$ cat src/rtl/ps2_pkg.sv
// Shared PS/2 definitions for the host receive/transmit pair.
//   rx_state_e     : receiver FSM encoding
//   PS2_FRAME_BITS : start + 8 data + parity + stop
//   PS2_*          : common device response bytes
//   odd_parity_ok  : 1 when data plus parity bit has an odd number of ones
package ps2_pkg;

  typedef enum logic [1:0] {
    RX_IDLE   = 2'd0,
    RX_DATA   = 2'd1,
    RX_PARITY = 2'd2,
    RX_STOP   = 2'd3
  } rx_state_e;

  localparam int PS2_FRAME_BITS = 11;

  localparam logic [7:0] PS2_ACK    = 8'hFA;
  localparam logic [7:0] PS2_BAT_OK = 8'hAA;
  localparam logic [7:0] PS2_RESEND = 8'hFE;
  localparam logic [7:0] PS2_ERROR  = 8'hFC;

  function automatic logic odd_parity_ok(input logic [7:0] d, input logic p);
    return ^{d, p};
  endfunction

endpackage

$ cat src/rtl/ps2_sync_edge.sv
// Synchronizes the raw PS/2 clock and data lines into the clk domain and
// produces a registered falling-edge strobe for the PS/2 clock.
//   clk, rst     : system clock, synchronous active-high reset
//   ps2_clk_i    : raw PS/2 clock line (asynchronous)
//   ps2_data_i   : raw PS/2 data line (asynchronous)
//   data_sync_o  : synchronized data line
//   clk_fe_o     : one-cycle strobe, registered after sync clock went 1 -> 0
module ps2_sync_edge #(
  parameter int SYNC_STAGES = 2
) (
  input  logic clk,
  input  logic rst,
  input  logic ps2_clk_i,
  input  logic ps2_data_i,
  output logic data_sync_o,
  output logic clk_fe_o
);

  logic [SYNC_STAGES-1:0] clk_sync_q;
  logic [SYNC_STAGES-1:0] data_sync_q;
  logic                   clk_prev_q;
  logic                   clk_fe_q;

  // Preset to 1 so a reset never looks like a falling edge on an idle bus.
  always_ff @(posedge clk) begin
    if (rst) begin
      clk_sync_q  <= '1;
      data_sync_q <= '1;
      clk_prev_q  <= 1'b1;
      clk_fe_q    <= 1'b0;
    end else begin
      clk_sync_q  <= {clk_sync_q[SYNC_STAGES-2:0], ps2_clk_i};
      data_sync_q <= {data_sync_q[SYNC_STAGES-2:0], ps2_data_i};
      clk_prev_q  <= clk_sync_q[SYNC_STAGES-1];
      clk_fe_q    <= clk_prev_q & ~clk_sync_q[SYNC_STAGES-1];
    end
  end

  assign data_sync_o = data_sync_q[SYNC_STAGES-1];
  assign clk_fe_o    = clk_fe_q;

endmodule

$ cat src/rtl/ps2_host_rx.sv
// Device-to-host PS/2 frame receiver (start 0, 8 data LSB first, odd parity,
// stop 1). Good bytes are delivered with a one-cycle rx_valid strobe.
//   clk, rst        : system clock, synchronous active-high reset
//   ps2_clk_in      : raw PS/2 clock line
//   ps2_data_in     : raw PS/2 data line
//   rx_en           : receive enable, low while host transmit owns the bus
//   rx_data         : last correctly received byte
//   rx_valid        : pulse, rx_data just updated
//   rx_parity_err   : pulse, parity mismatch (byte discarded)
//   rx_frame_err    : pulse, bad stop bit or inter-edge watchdog expiry
//   rx_busy         : frame in progress
module ps2_host_rx
  import ps2_pkg::*;
#(
  parameter int TIMEOUT_BITS = 13,
  parameter int SYNC_STAGES  = 2
) (
  input  logic       clk,
  input  logic       rst,
  input  logic       ps2_clk_in,
  input  logic       ps2_data_in,
  input  logic       rx_en,
  output logic [7:0] rx_data,
  output logic       rx_valid,
  output logic       rx_parity_err,
  output logic       rx_frame_err,
  output logic       rx_busy
);

  logic fe;
  logic d;

  ps2_sync_edge #(.SYNC_STAGES(SYNC_STAGES)) u_sync (
    .clk        (clk),
    .rst        (rst),
    .ps2_clk_i  (ps2_clk_in),
    .ps2_data_i (ps2_data_in),
    .data_sync_o(d),
    .clk_fe_o   (fe)
  );

  rx_state_e               state_q;
  logic [7:0]              shreg_q;
  logic [7:0]              data_q;
  logic [2:0]              bit_cnt_q;
  logic                    par_q;
  logic [TIMEOUT_BITS-1:0] wd_q;
  logic                    valid_q;
  logic                    perr_q;
  logic                    ferr_q;
  logic                    ok_par;

  assign ok_par = odd_parity_ok(shreg_q, par_q);

  always_ff @(posedge clk) begin
    if (rst) begin
      state_q   <= RX_IDLE;
      shreg_q   <= '0;
      data_q    <= '0;
      bit_cnt_q <= '0;
      par_q     <= 1'b0;
      wd_q      <= '0;
      valid_q   <= 1'b0;
      perr_q    <= 1'b0;
      ferr_q    <= 1'b0;
    end else begin
      valid_q <= 1'b0;
      perr_q  <= 1'b0;
      ferr_q  <= 1'b0;
      case (state_q)
        RX_IDLE: begin
          if (fe && !d && rx_en) begin
            state_q   <= RX_DATA;
            shreg_q   <= '0;
            bit_cnt_q <= '0;
            wd_q      <= '1;
          end
        end
        default: begin
          if (!rx_en) begin
            // Host transmit took the bus: drop the frame silently.
            state_q <= RX_IDLE;
          end else if (fe) begin
            // An edge always reloads, even if the watchdog was about to fire.
            wd_q <= '1;
            case (state_q)
              RX_DATA: begin
                shreg_q   <= {d, shreg_q[7:1]};
                bit_cnt_q <= bit_cnt_q + 3'd1;
                if (bit_cnt_q == 3'd7) state_q <= RX_PARITY;
              end
              RX_PARITY: begin
                par_q   <= d;
                state_q <= RX_STOP;
              end
              default: begin
                if (ok_par && d) begin
                  data_q  <= shreg_q;
                  valid_q <= 1'b1;
                end
                perr_q  <= !ok_par;
                ferr_q  <= !d;
                state_q <= RX_IDLE;
              end
            endcase
          end else if (wd_q == TIMEOUT_BITS'(1)) begin
            // Counter would hit zero this cycle: device clock has stalled.
            ferr_q  <= 1'b1;
            state_q <= RX_IDLE;
          end else begin
            wd_q <= wd_q - 1'b1;
          end
        end
      endcase
    end
  end

  assign rx_data       = data_q;
  assign rx_valid      = valid_q;
  assign rx_parity_err = perr_q;
  assign rx_frame_err  = ferr_q;
  assign rx_busy       = (state_q != RX_IDLE);

endmodule
$ cat config.mk
export PLATFORM = sky130hd
export DESIGN_NAME = ps2_host_rx
export DESIGN_NICKNAME = d
export VERILOG_FILES = /design/src/rtl/ps2_pkg.sv /design/src/rtl/ps2_sync_edge.sv /design/src/rtl/ps2_host_rx.sv
export SDC_FILE = /design/constraint.sdc
export NUM_CORES = 1
export LEC_CHECK = 0
export CORE_ASPECT_RATIO = 0.75
export CORE_MARGIN = 5
export CORE_UTILIZATION = 40
export CTS_BUF_LIST = sky130_fd_sc_hd__clkbuf_16
export CTS_CLUSTER_SIZE = 20
export DETAILED_ROUTE_END_ITERATION = 10
export PLACE_DENSITY = 0.55
export SLEW_MARGIN = 20
export SYNTH_ARGS = -nofsm -noshare
export SYNTH_HDL_FRONTEND = slang
export SYNTH_SLANG_ARGS = --single-unit
$ cat constraint.sdc
create_clock -name clk -period 2.5 [get_ports clk]
set_input_delay 0.5 -clock clk [delete_from_list [all_inputs] [get_ports clk]]
set_output_delay 0.5 -clock clk [all_outputs]
set_load 0.05 [all_outputs]
Run 1, where the registers sit:
The bar under the picture is 20 µm long.
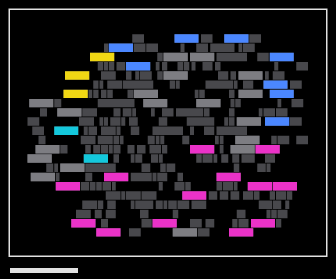
legend:
  state_q:
    colour: cyan
    sequential_cells: 2
  bit_cnt_q:
    colour: yellow
    sequential_cells: 3
  rx_data:
    colour: blue
    sequential_cells: 8
  wd_q:
    colour: magenta
    sequential_cells: 13

Run 1, clock nets:
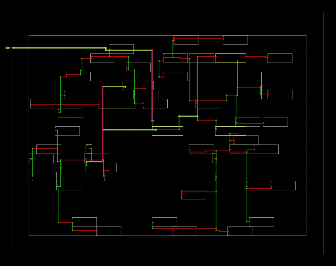
clk latency late pin: 0.28 ns
Clock group: 0.724 mW
Clock Skews: 0.00729 ns

Run 1, close-up of the layout:
Window x 55 to 85, y 3 to 33 µm. Cells in grey, sequential cells in the stronger grey; small squares are vias.
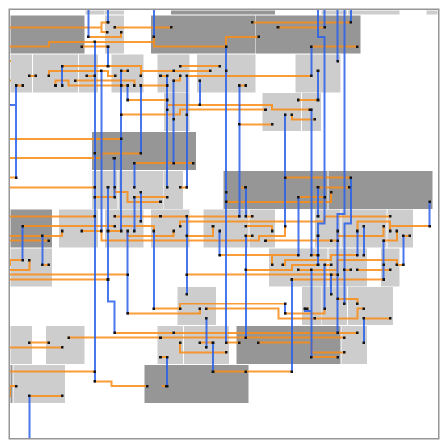
legend:
  met2:
    colour: blue
  met1:
    colour: orange
sequential cells in the window: 8
netlist names of flops here include: wd_q (7), rx_parity_err (1)
most frequent: dfxtp_1 (8), a21oi_1 (6)
cells with their middle in the window: 43

Run 1, clock wires, drivers and flops:
The bar under the picture is 20 µm long.
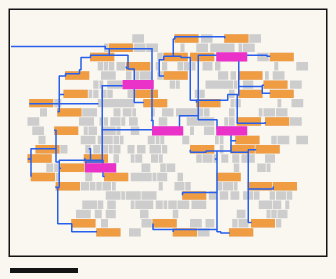
legend:
  flip-flops:
    colour: orange
    count: 44
  cells driving clock nets:
    colour: magenta
    count: 5
  clock wires:
    colour: blue
    length: 570 µm
routed clock nets: 6
flops lie: all over the die
Clk network pwr share: 43.1%

==> qor.csv, run 1 <==
stage,metric,value,unit
outcome,run status,"finished, final reports clean",
setup_path,type of the worst setup path,flip-flop to primary output,
yosys,warnings from Yosys,0,
setup_path,r2r worst-path depth,5,
global_route,global-route track usage on met2,17.3,%
yosys,"share of synthesized cell area in full adder, half adder and majority cells",5.44,%
hold_path,Hold Crit Class,flip-flop to flip-flop,
yosys,post-synthesis cell type with the largest instance count,dfxtp_1,
final_timing,final setup vio count,0,
pwr,total chip power,1.68,mW
cells_and_area,post-route standard cell area excluding fillers,2490,µm²
route,Via Count,1584,
yosys,net count entering floorplan,238,
cells_and_area,number of cells in the finished layout apart from fillers,305,
yosys,xor/xnor cell area share of the yosys netlist,6.83,%
pwr,largest voltage drop on the vdd net,0.000360,V
floorplan,# IOs,17,
route,WL met3,170,µm
cells_and_area,ant diodes,0,
cells_and_area,layout cell share with drive strength beyond 1,13.5,%
setup_path,Stages on worst setup path,5,
final_timing,Max Freq,0.455,GHz
setup_path,Slowest cell on crit path,ha_1,
placed_design,dpl hpwl,2.76,mm
route,Vias/cell,5.19,
final_timing,setup ws final,0.302,ns
pwr,reported combinational group power,0.212,mW
yosys,post-synthesis cell count,224,
placed_design,worst setup timing slack at the placement stage,0.0395,ns
yosys,mean cell area of the mapped netlist,9.24,µm²
cells_and_area,Filler cells,483,
route,Top Metal Used,met4,
pwr,power in sequential cells,0.742,mW
cells_and_area,number of clock buffers in the layout,5,
yosys,yosys cell count,224,
placed_design,total instance count after detailed placement,297,
global_route,pin count of the biggest net entering global routing,33,
yosys,combined area of all synthesized cells,2070,µm²
floorplan,number of rows created at floorplan,22,
setup_path,CP startpoint,state_q[1],
clock_network,CTS tree,done,
yosys,"flops & latches, synth",44,
setup_path,Setup crit start kind,flip-flop,
global_route,GR met1 Demand/Resource,19.1,%
setup_path,r2r setup slk,0.35,ns
yosys,most common library cells after synthesis,"dfxtp_1 (44), nor2_1 (22), a21oi_1 (21)",
cells_and_area,flip-flop count of the largest register after layout,13,
final_timing,Hold Worst Slack,0.405,ns
hold_path,Worst Hold Path Cells,2,
cells_and_area,Seq area share,35.3,%
clock_network,clock root buffer master,clkbuf_16,
route,number of iterations in the first detailed-routing pass,4,
setup_path,cells along the critical path,"inv_1, ha_1, inv_1, buf_4, buf_12",
pwr,Pwr Density,673,nW/µm²
global_route,number of antenna violations at the first check in global routing,0,
floorplan,die extent in y,72.3,µm
cells_and_area,clock buffer and inverter area fraction after layout,6.57,%
pwr,switching power of the nets,0.400,mW
route,post-detailed-route count of antenna-violating nets,0,
route,routed wire length per instance,13.3,µm
final_timing,headroom to the max-slew limit,66.9,%
route,Initial DRC Count,79,
clock_network,Clock Sink Count,44,
setup_path,worst flop-to-flop path endpoint,wd_q[2],
cells_and_area,Area growth syn-to-layout,20.5,%
hold_path,Hold Crit Start,u_sync.clk_prev_q,
yosys,Yosys cell types,38,
route,sum of routed wire segments on met1,2.17,mm
route,total routed wirelength,4.05,mm
global_route,GRT Max-Usage Layer,met1,
clock_network,CTS H-tree depth,2,
pwr,switching share of total power,23.9,%
yosys,aoi/oai-family share of the synthesized area,15.2,%
final_timing,max-slew violation count,0,
floorplan,Die ar.,6730,µm²
floorplan,number of tap cells added at floorplan,60,
yosys,Main area contributors,"dfxtp_1 (43%), ha_1 (5.4%), a21oi_1 (5.1%), mux2i_1 (4.8%), nor2_1 (4.0%)",
yosys,cell type contributing the most total cell area after synthesis,dfxtp_1,
global_route,Congestion Overflow GR,0,
cells_and_area,Flops,44,
final_timing,transition time at the pin with the least slew margin,0.494,ns
==> inputs of run 2 (changes only) <==
Settings changed: PLACE_DENSITY 0.55 to 0.54, SLEW_MARGIN 20 to 5, SYNTH_HIERARCHICAL set to 1.
==> qor.csv, run 2 <==
stage,metric,value,unit,change
global_route,pin count of the biggest net entering global routing,26,,-21%
setup_path,r2r worst-path depth,5,,unchanged
hold_path,Hold Crit Class,flip-flop to flip-flop,,
pwr,switching power of the nets,0.423,mW,+5.7%
final_timing,Hold Worst Slack,0.405,ns,-0.000508 ns
clock_network,clock root buffer master,clkbuf_16,,
route,Initial DRC Count,71,,-10%
route,Vias/cell,5.07,,-2.3%
global_route,global-route track usage on met2,17.8,%,+0.46 points
final_timing,max-slew violation count,0,,unchanged
cells_and_area,Non-clock buffer share,8.87,%,
cells_and_area,area-dominant cell class after layout,multi-input combinational cells,,
hold_path,Hold Crit Start,u_sync/data_sync_q[0],,
cells_and_area,layout cell share with drive strength beyond 1,9.60,%,-3.9 points
route,routed wire length per instance,13.9,µm,+4.5%
setup_path,CP startpoint,state_q[0],,
cells_and_area,Filler cells,490,,+1.4%
pwr,switching share of total power,26.5,%,+2.6 points
clock_network,TritonCTS Buffers,5,,
final_timing,transition time at the pin with the least slew margin,0.590,ns,+0.0959 ns
pwr,largest voltage drop on the vdd net,0.000363,V,+0.91%
floorplan,die extent in y,73.0,µm,+0.91%
pwr,top contributor to total power,sequential cells,,
yosys,cell type contributing the most total cell area after synthesis,dfxtp_1,,
cells_and_area,clock buffer and inverter area fraction after layout,5.86,%,-0.70 points
clock_network,number of gates given a new drive strength after cts,0,,
setup_path,r2r setup slk,0.43,ns,+0.08 ns
floorplan,Starting Density,42.2,%,
route,total routed wirelength,4.46,mm,+10%
floorplan,number of tap cells added at floorplan,72,,+20%
pwr,power in sequential cells,0.747,mW,+0.7%
cells_and_area,flip-flop count of the largest register after layout,13,,unchanged
cells_and_area,Seq area share,34.7,%,-0.61 points
setup_path,worst flop-to-flop path endpoint,wd_q[8],,
global_route,wire length of the first global-routing pass,7.60,mm,
final_timing,final setup vio count,0,,unchanged
outcome,run status,"finished, final reports clean",,
yosys,net count entering floorplan,240,,+0.84%
final_timing,headroom to the max-slew limit,60.3,%,-6.7 points
cells_and_area,Flops,44,,unchanged
yosys,aoi/oai-family share of the synthesized area,10.0,%,-5.2 points
setup_path,cells along the critical path,"inv_1, ha_1, buf_4, inv_1, buf_4",,
setup_path,Slowest cell on crit path,dfxtp_1,,
cells_and_area,post-route standard cell area excluding fillers,2540,µm²,+1.8%
cells_and_area,Area growth syn-to-layout,20.1,%,
cells_and_area,number of cells in the finished layout apart from fillers,322,,+5.6%
global_route,GR met1 Demand/Resource,22.7,%,+3.6 points
yosys,post-synthesis cell type with the largest instance count,dfxtp_1,,
yosys,mean cell area of the mapped netlist,9.32,µm²,+0.77%
cells_and_area,core occupancy in the finished layout,50.7,%,
setup_path,Setup crit start kind,flip-flop,,
yosys,Yosys cell types,45,,+18%
setup_path,type of the worst setup path,flip-flop to primary output,,
placed_design,total instance count after detailed placement,314,,+5.7%
yosys,combined area of all synthesized cells,2110,µm²,+2.1%
route,post-detailed-route count of antenna-violating nets,0,,unchanged
yosys,"share of synthesized cell area in full adder, half adder and majority cells",4.73,%,-0.70 points
cells_and_area,ant diodes,0,,unchanged
yosys,most common library cells after synthesis,"dfxtp_1 (44), nor2_1 (30), mux2i_1 (18)",,
route,sum of routed wire segments on met1,2.61,mm,+21%
placed_design,dpl hpwl,3.21,mm,+16%
floorplan,# IOs,17,,unchanged
clock_network,CTS tree,done,,
yosys,"flops & latches, synth",44,,unchanged
yosys,xor/xnor cell area share of the yosys netlist,6.80,%,-0.023 points
final_timing,Max Freq,0.470,GHz,+3.3%
final_timing,setup ws final,0.372,ns,+0.0700 ns
clock_network,CTS H-tree depth,2,,unchanged
setup_path,Stages on worst setup path,5,,unchanged
route,number of iterations in the first detailed-routing pass,4,,unchanged
pwr,reported combinational group power,0.206,mW,-3%
route,Top Metal Used,met4,,
route,Via Count,1634,,+3.2%
yosys,Main area contributors,"dfxtp_1 (42%), mux2i_1 (8.5%), nor2_1 (5.3%), ha_1 (4.7%), a21oi_1 (3.3%)",,
pwr,Pwr Density,630,nW/µm²,-6.3%
final_timing,final critical-path required period,2.13,ns,
hold_path,Worst Hold Path Cells,1,,-1
route,WL met3,248,µm,+46%
yosys,yosys cell count,227,,+1.3%
global_route,number of antenna violations at the first check in global routing,0,,unchanged
pwr,total chip power,1.60,mW,-4.7%
clock_network,clk latency late pin,0.28,ns,about the same
cells_and_area,number of clock buffers in the layout,5,,unchanged
clock_network,Clock Sink Count,44,,unchanged
Run 2, clock wires, drivers and flops:
The bar under the picture is 20 µm long.
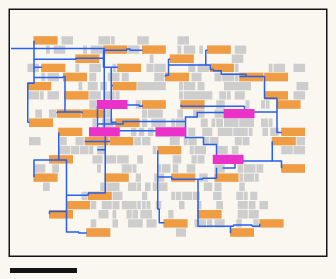
Clock Skews: 0.00378 ns
Clk network pwr share: 40.4%
Clock group: 0.647 mW

==> inputs of run 3 (changes only) <==
Settings changed: SKIP_CTS_REPAIR_TIMING set to 1.
Run 3, cells by drive strength:
The bar under the picture is 20 µm long.
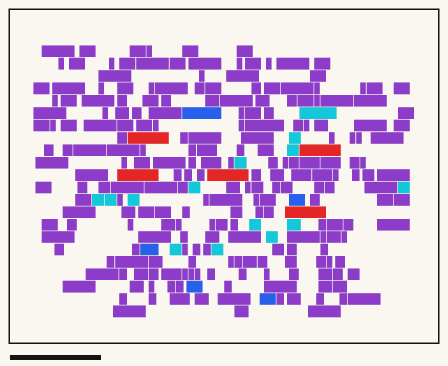
legend:
  drive 2:
    colour: blue
    cells: 5
    share: 2.0%
  drive 1 or less:
    colour: purple
    cells: 226
    share: 90%
    most_used: dfxtp_1
  drive 3 to 4:
    colour: cyan
    cells: 14
    share: 5.6%
    most_used: buf_4
  drive 6 and up:
    colour: red
    cells: 5
    share: 2.0%
    most_used: clkbuf_16

==> qor.csv, run 3 <==
stage,metric,value,unit,change
outcome,run status,"finished, final reports clean",,
final_timing,transition time at the pin with the least slew margin,0.590,ns,unchanged
clock_network,TritonCTS Buffers,5,,unchanged
cells_and_area,flip-flop count of the largest register after layout,13,,unchanged
clock_network,clock root buffer master,clkbuf_16,,
setup_path,Slowest cell on crit path,dfxtp_1,,
yosys,yosys cell count,227,,unchanged
route,post-detailed-route count of antenna-violating nets,0,,unchanged
route,Initial DRC Count,71,,unchanged
final_timing,final critical-path required period,2.13,ns,unchanged
final_timing,Max Freq,0.470,GHz,unchanged
cells_and_area,Area growth syn-to-layout,20.1,%,unchanged
final_timing,Hold Worst Slack,0.405,ns,unchanged
route,WL met3,248,µm,unchanged
pwr,Clock group,0.647,mW,about the same
cells_and_area,Flops,44,,unchanged
yosys,"flops & latches, synth",44,,unchanged
route,Vias/cell,5.07,,unchanged
pwr,power in sequential cells,0.747,mW,about the same
setup_path,worst flop-to-flop path endpoint,wd_q[8],,
floorplan,number of tap cells added at floorplan,72,,unchanged
cells_and_area,post-route standard cell area excluding fillers,2540,µm²,unchanged
global_route,number of antenna violations at the first check in global routing,0,,unchanged
yosys,mean cell area of the mapped netlist,9.32,µm²,unchanged
yosys,net count entering floorplan,240,,unchanged
setup_path,r2r setup slk,0.43,ns,about the same
yosys,xor/xnor cell area share of the yosys netlist,6.80,%,unchanged
yosys,post-synthesis cell type with the largest instance count,dfxtp_1,,
yosys,combined area of all synthesized cells,2110,µm²,unchanged
cells_and_area,Seq area share,34.7,%,unchanged
clock_network,CTS H-tree depth,2,,unchanged
yosys,most common library cells after synthesis,"dfxtp_1 (44), nor2_1 (30), mux2i_1 (18)",,
yosys,Main area contributors,"dfxtp_1 (42%), mux2i_1 (8.5%), nor2_1 (5.3%), ha_1 (4.7%), a21oi_1 (3.3%)",,
pwr,switching share of total power,26.5,%,unchanged
setup_path,Setup crit start kind,flip-flop,,
setup_path,type of the worst setup path,flip-flop to primary output,,
cells_and_area,number of cells in the finished layout apart from fillers,322,,unchanged
floorplan,# IOs,17,,unchanged
cells_and_area,area-dominant cell class after layout,multi-input combinational cells,,
route,Via Count,1634,,unchanged
route,sum of routed wire segments on met1,2.61,mm,unchanged
final_timing,setup ws final,0.372,ns,unchanged
pwr,Pwr Density,630,nW/µm²,unchanged
cells_and_area,layout cell share with drive strength beyond 1,9.60,%,unchanged
cells_and_area,number of clock buffers in the layout,5,,unchanged
Power and IR drop assume default switching activity.
